==> src/rtl/oam_dma_engine.sv <==
// oam_dma_engine
//   OAM DMA controller behind the FF46 register. A start strobe copies
//   OAM_BYTES bytes from {src,8'h00} into OAM at FE00 using a dedicated bus
//   master port. Each byte takes one M-cycle (CYCLES_PER_BYTE clocks):
//   ph0 read request, ph1 capture read data, ph2 OAM write.
//   A setup M-cycle (START) with no bus activity comes before the first byte.
//
// Ports
//   clk, rst      system clock, synchronous active-high reset
//   dma_start     one-clock strobe: FF46 written (restarts any copy in flight)
//   dma_src       source high byte, sampled with dma_start
//   mem_address   master address (0 when the bus is idle)
//   mem_re/we     read / write requests (never both high)
//   mem_rdata     read data, valid the clock after mem_re
//   mem_wdata     write data, valid while mem_we
//   busy          copy in progress
//   cpu_lock      CPU restricted to HRAM while busy (OAM_DMA_CPU_LOCK_EN)
//   done          one-clock pulse after the last OAM byte is written
//
// Configuration macro: OAM_DMA_CPU_LOCK_EN
//   defined   : cpu_lock is registered alongside busy and equals it
//   undefined : cpu_lock tied to 0
module oam_dma_engine #(
    parameter int CYCLES_PER_BYTE = 4,
    parameter int OAM_BYTES       = 160
) (
    input  logic        clk,
    input  logic        rst,
    input  logic        dma_start,
    input  logic [7:0]  dma_src,
    output logic [15:0] mem_address,
    output logic        mem_re,
    output logic        mem_we,
    input  logic [7:0]  mem_rdata,
    output logic [7:0]  mem_wdata,
    output logic        busy,
    output logic        cpu_lock,
    output logic        done
);

    typedef enum logic [1:0] {IDLE, START, XFER} state_t;

    localparam logic [3:0] PH_LAST  = 4'(CYCLES_PER_BYTE - 1);
    localparam logic [7:0] IDX_LAST = 8'(OAM_BYTES - 1);

    state_t     state, state_n;
    logic [3:0] ph, ph_n;
    logic [7:0] idx, idx_n;
    logic [7:0] src_q, src_n;
    logic [7:0] data_q;
    logic       fin;
    logic       re_n, we_n;

    // Next-state view; the outputs are registered from it so they line up
    // with the phase they describe instead of lagging by a clock.
    always_comb begin
        state_n = state;
        ph_n    = ph;
        idx_n   = idx;
        src_n   = src_q;
        fin     = 1'b0;
        if (dma_start) begin
            // A restart always wins, including on the final phase of a copy.
            state_n = START;
            ph_n    = 4'd0;
            idx_n   = 8'd0;
            // Echo RAM E000..FFFF folds down onto C000..DFFF.
            src_n   = (dma_src >= 8'hE0) ? (dma_src - 8'h20) : dma_src;
        end else begin
            case (state)
                START: begin
                    if (ph == PH_LAST) begin
                        state_n = XFER;
                        ph_n    = 4'd0;
                    end else begin
                        ph_n = ph + 4'd1;
                    end
                end
                XFER: begin
                    if (ph == PH_LAST) begin
                        ph_n = 4'd0;
                        if (idx == IDX_LAST) begin
                            state_n = IDLE;
                            idx_n   = 8'd0;
                            fin     = 1'b1;
                        end else begin
                            idx_n = idx + 8'd1;
                        end
                    end else begin
                        ph_n = ph + 4'd1;
                    end
                end
                default: ;
            endcase
        end
        re_n = (state_n == XFER) && (ph_n == 4'd0);
        we_n = (state_n == XFER) && (ph_n == 4'd2);
    end

    always_ff @(posedge clk) begin
        if (rst) begin
            state       <= IDLE;
            ph          <= 4'd0;
            idx         <= 8'd0;
            src_q       <= 8'd0;
            data_q      <= 8'd0;
            mem_address <= 16'h0000;
            mem_re      <= 1'b0;
            mem_we      <= 1'b0;
            mem_wdata   <= 8'd0;
            busy        <= 1'b0;
            done        <= 1'b0;
        end else begin
            state  <= state_n;
            ph     <= ph_n;
            idx    <= idx_n;
            src_q  <= src_n;
            // we_n is only true when leaving ph1 of a live copy, i.e. the
            // clock in which mem_rdata answers the ph0 read.
            if (we_n)
                data_q <= mem_rdata;
            mem_re      <= re_n;
            mem_we      <= we_n;
            mem_wdata   <= we_n ? mem_rdata : 8'd0;
            mem_address <= re_n ? {src_n, idx_n} :
                           we_n ? {8'hFE, idx_n} : 16'h0000;
            busy        <= (state_n != IDLE);
            done        <= fin;
        end
    end

`ifdef OAM_DMA_CPU_LOCK_EN
    always_ff @(posedge clk) begin
        if (rst)
            cpu_lock <= 1'b0;
        else
            cpu_lock <= (state_n != IDLE);
    end
`else
    assign cpu_lock = 1'b0;
`endif

endmodule

==> config.mk <==
export PLATFORM = sky130hd
export DESIGN_NAME = oam_dma_engine
export DESIGN_NICKNAME = d
export VERILOG_FILES = /design/src/rtl/oam_dma_engine.sv
export SDC_FILE = /design/constraint.sdc
export NUM_CORES = 1
export LEC_CHECK = 0
export ABC_AREA = 1
export CORE_MARGIN = 2
export CORE_UTILIZATION = 40
export CTS_BUF_LIST = sky130_fd_sc_hd__clkbuf_8
export CTS_CLUSTER_DIAMETER = 80
export CTS_CLUSTER_SIZE = 25
export DETAILED_ROUTE_END_ITERATION = 6
export PLACE_DENSITY = 0.67
export REMOVE_ABC_BUFFERS = 1
export SETUP_SLACK_MARGIN = 0.3
export SLEW_MARGIN = 20
export SYNTH_ARGS = -nofsm -noshare
export SYNTH_HDL_FRONTEND = slang
export SYNTH_SLANG_ARGS = --single-unit
==> constraint.sdc <==
create_clock -name clk -period 2.4 [get_ports clk]
set_input_delay 0.48 -clock clk [delete_from_list [all_inputs] [get_ports clk]]
set_output_delay 0.48 -clock clk [all_outputs]
set_load 0.05 [all_outputs]
Fig. 1: run 1, congestion heat map
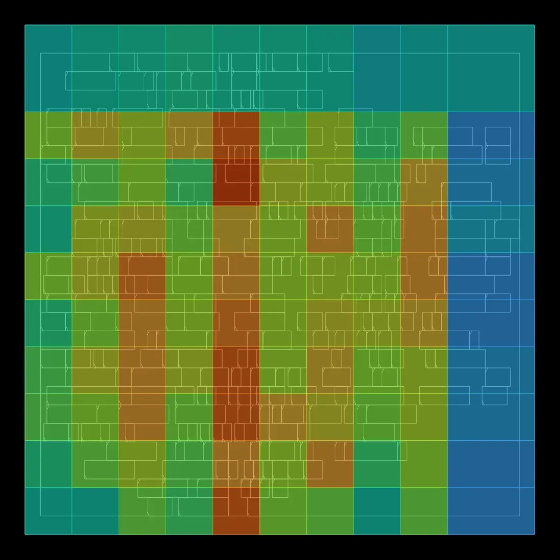
GRT met1 Usage: 18.8%
Core Util, Final: 55.9%
GR Util met3: 4.69%
GRT busiest layer: met2
per-cell routed wire length: 10.8 µm

Fig. 2: run 1, signal wires by layer
Drawn at 6 px/µm. Only two layers are drawn.
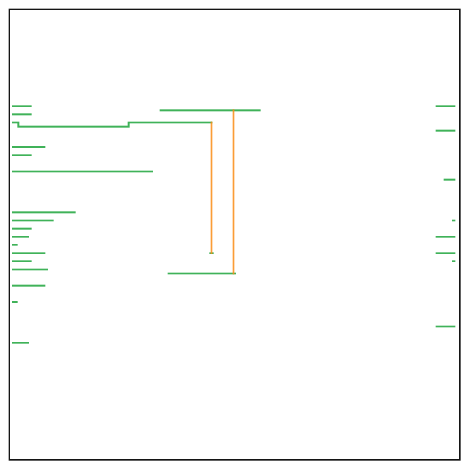
colour	layer	wire length
orange	M4	49.0 µm
green	M3	163 µm
vias: 1,638
GRT Util Overall: 15.2%
Post-Route WL: 3900 µm

==> reports/metrics.yaml, run 1 <==
outcome: "complete, no violations"
slowest_delay_ns: 0.81
antenna_found_initial: 0
p_seq_mw: 0.846
ys_cells: 242
synth.distinct_cells: 32
yosys_warnings: 0
gp_congestion: 0.848
grt_pass1_wl_um: 6520
coreArea_um2: 4790
drc_errors: 0
aoi_share_pct: 6.79
antenna_cells: 0
crit_path_cell_trace: "clkdlybuf4s50_1"
tightest_slew_ns: 0.512
grt_max_degree: 19
buffers: 48
critPathLaunchType: "flop"
finalCritPeriodShare_pct: 79.9
flop-count: 50
clock.fmax_ghz: 0.521
r2r_end: "mem_wdata[4]"
largest_reg_flops: 16
clock-sinks: 50
clock-root-buffer: "clkbuf_8"
switching_share_pct: 24.8
top_power_group: "sequential cells"
dieWidth_um: 74.9
drv_slew: 0
rsz0062_at_grt: "false"
pg_clk_mw: 0.510
top_layer_used: "met4"
comb_share_pct: 32.1
hold_ws_ns: 0.475
logic_area_um2: 857
min_path_type: "flop to flop"
crit_fanout: 1
layoutNonFillerInstCount: 362
crit_arrival_ns: 1.44
post-place-cells: 353
netlist.area_leader.share_pct: 49.8
timing.final.ws_setup_ns: 0.482
fin_setup_tns_ns: 0
worst_ep_required_time_ns: 1.92
clock_path_buffers: 2
power.switching_mw: 0.365
clockBufferCount: 5
startpoint: "mem_address[10]"
top_cells_by_area: "dfxtp_1, inv_1, nand2_1"
drive_above_1_share_pct: 14.2
worst-path-buf-inv: 1
dr_wl_met3_um: 162
yosys.area_share.xor_xnor_pct: 0.436
wl_met2_um: 1960
syn2layout_area_growth_pct: 33.1
clkCellAreaFrac_pct: 3.60
clk_pin_slew_ns: 0.10
met1Wirelength_um: 1730
tapCellCount: 67
cp-end-kind: "output port"
warnings: 26
hold_depth: 2
dp_hpwl_um: 2890
p_clk_share_pct: 34.6
hp-start: "src_q[7]"
viasPerCell: 4.52
critPathTopFamily: "buffers and inverters"
seq_share_pct: 37.5
ys_ff: 50
synth_area_leader_cell: "dfxtp_1"
die_area_um2: 5600
edf_count: 0
post_cts_resized: 0
largest-register: "mem_address"
cts_made_buffers: 5
p_leak_nw: 1.18
n_fill_cell: 461
Fig. 3: run 1, M3 wires
Drawn at 4 px/µm.
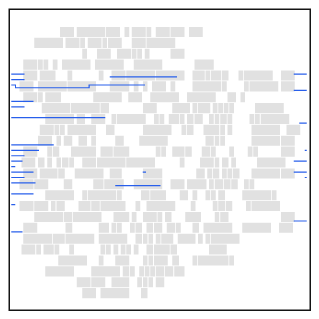
main direction	horizontal
longest straight run	23.2 µm
share of all routed wire	4.2%
wire length on this layer	163 µm

==> run 2, diff against run 1 <==
Clock period 2.4 ns to 1.82 ns, I/O delays scaled along.
==> run 2 against run 1 <==
Non-clock buffer count up 25. Die area unchanged. Hold slack about the same. Sequential share of layout area down 4.8 points. Register-to-register slack worse by 0.36 ns. Synthesized cell count unchanged. Clock skew down 0.0023 ns. Global-route usage up 2.6 points. First-iteration DRC count up 52%. Setup slack worse by 0.34 ns. Routed wire length up 28%.
==> reports/metrics.yaml, run 2 <==
tapCellCount: 67  # unchanged
top_power_group: "sequential cells"
layoutNonFillerInstCount: 387  # +6.9%
top_cell: "dfxtp_1"
slowest_delay_ns: 0.34  # -0.47 ns
edf_count: 0  # unchanged
power.switching_mw: 0.476  # +30%
max-cap-violations: 0
synth_area_per_cell_um2: 8.30
crit_path_cell_trace: "inv_2, ha_4, nor2_4, nand3_1, nand3_2, nand3_2, nor2_4, nand3_4, nor2_4"
crit_cells: 9
largest_reg_flops: 16  # unchanged
chipHeight_um: 74.9
grt_pass1_vias: 1710
dieWidth_um: 74.9  # unchanged
cts_hold_buf: 0
switching_share_pct: 22.8  # -1.9 points
timing.final.ws_setup_ns: 0.141  # -0.341 ns
die_area_um2: 5600  # unchanged
dr_wl_met3_um: 213  # +31%
cts_made_buffers: 5  # unchanged
clk_pin_slew_ns: 0.09  # about the same
async_reset_ff_share_pct: 0
min_path_type: "flop to flop"
top_cells_by_area: "dfxtp_1, inv_1, nand2_1"
logic_area_um2: 1080  # +26%
combPwrFrac_pct: 10.0
hold_depth: 2  # unchanged
viasPerCell: 4.74  # +4.7%
yosys.area_share.xor_xnor_pct: 0.436  # unchanged
p_clk_share_pct: 36.5  # +1.9 points
dp_hpwl_um: 2840  # -1.7%
startpoint: "state[0]"
yosys-stat-area_um2: 2010
vias: 1834  # +12%
simple_gate_share_pct: 30.2
ys_ff: 50  # unchanged
worst_ep_required_time_ns: 2.07  # +0.15 ns
worst-path-buf-inv: 1  # unchanged
clock_path_buffers: 2  # unchanged
crit_arrival_ns: 1.93  # +0.49 ns
cts_tree: "yes"
rsz0062_at_grt: "true"
crit_fanout: 8  # +7
coreArea_um2: 4790  # unchanged
flop-count: 50  # unchanged
firstDrtPassIters: 4
antenna_found_initial: 0  # unchanged
pg_clk_mw: 0.762  # +49%
critPathLaunchType: "flop"
drive_above_1_share_pct: 42.8  # +29 points
ir_drop_mv: 0.468
ios: 48
skew_ns: 0.00665
seqPwrFrac_pct: 53.5
clockBufferCount: 5  # unchanged
ys_cells: 242  # unchanged
drc_errors: 0  # unchanged
final_area_um2: 3090
wl_per_cell_um: 12.9  # +19%
comb_cells: 149
syn_inst: 242
r2r-start: "state[0]"
clk_latency_ns: 0.30
gr-total-overflow: 0
pre_cts_ws_ns: -0.0349
post_cts_resized: 51  # +51
finalCritPeriodShare_pct: 92.3
comb_share_pct: 35.0  # +3.0 points
post-place-cells: 359  # +1.7%
p_int_mw: 1.61
clock-root-buffer: "clkbuf_8"
hold_ws_ns: 0.475  # +0.000190 ns
hp-start: "src_q[6]"
rrSetupSlack_ns: 0.14
mostFrequentLayoutCell: "dfxtp_1"
syn2layout_area_growth_pct: 53.9
drv_slew: 0  # unchanged
fin_setup_tns_ns: 0  # unchanged
largest_class: "multi-input combinational cells"
synth.distinct_cells: 32  # unchanged
largest-register: "mem_address"
yosysSeqAreaShare_pct: 49.8
finish.net_count: 344
critPathTopFamily: "simple AND/OR/NAND/NOR gates"
grt_pass1_wl_um: 7550  # +16%
dpl_cell_area_um2: 2550
synth_area_leader_cell: "dfxtp_1"
adder_share_pct: 3.12
warnings: 28  # +7.7%
top_layer_used: "met4"
globalRoute.busiestLayer: "met2"
place.port_buffers: 46
min_to: "src_q[6]"
clkCellAreaFrac_pct: 3.48  # -0.12 points
antenna_cells: 0  # unchanged
met1Wirelength_um: 2040  # +18%
wl_um: 4980  # +28%
finalPower_mw: 2.08
powerComb_mw: 0.208
fp_util_pct: 42.0
buffers: 73  # +52%
post-cts-setup-buffers: 13
p_leak_nw: 1.42  # +21%
setup_viol_count_final: 0
top_logic_kind: "simple AND/OR/NAND/NOR gates"
clock.fmax_ghz: 0.596
drt_first_iter_violations: 64
use_met2_pct: 31.4
netlist.area_leader.share_pct: 49.8  # unchanged
outcome: "complete, no violations"
wl_met2_um: 2610  # +33%
r2r_end: "mem_wdata[3]"
aoi_share_pct: 6.79  # unchanged
ant_nets: 0
cp-end-kind: "flop"
buffer_area_share_pct: 20.5
slowest_stage: "dfxtp_2"
n_fill_cell: 381  # -17%
grt_max_degree: 16  # -3
clock-sinks: 50  # unchanged
setup.worst_path.end: "mem_wdata[3]"
non_clock_inverter_count: 41
ff_type: "dfxtp_1"
gp_congestion: 0.817  # -3.7%
use_met1_pct: 21.0  # +2.2 points
gr-usage-met3_pct: 4.28  # -0.40 points
finalHoldViolations: 0
yosys_warnings: 0  # unchanged
grtUsageTotal_pct: 17.8  # +2.6 points
p_per_area_nw_per_um2: 675
reg2reg_depth: 9
mux_area_share_pct: 0
Fig. 4: run 2, register map, names as in the netlist
Drawn at 6 px/µm. Other sequential cells in the stronger grey, the rest of the logic in the fainter grey.
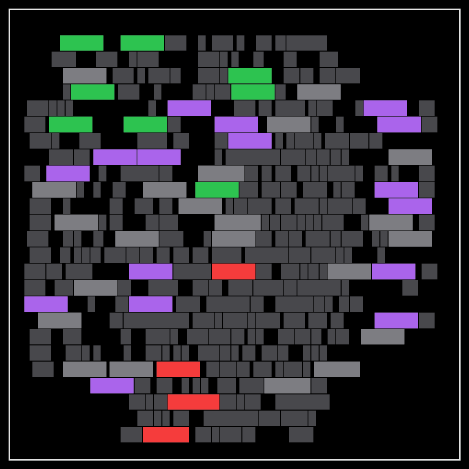
colour	netlist name	flops
green	`mem_wdata`	8
purple	`mem_address`	16
red	`ph`	4
Seq/total area: 32.7%
sequential power: 1.11 mW
Flop area: 1010 µm²
Core Util, Final: 64.6%

Power and IR drop assume default switching activity.
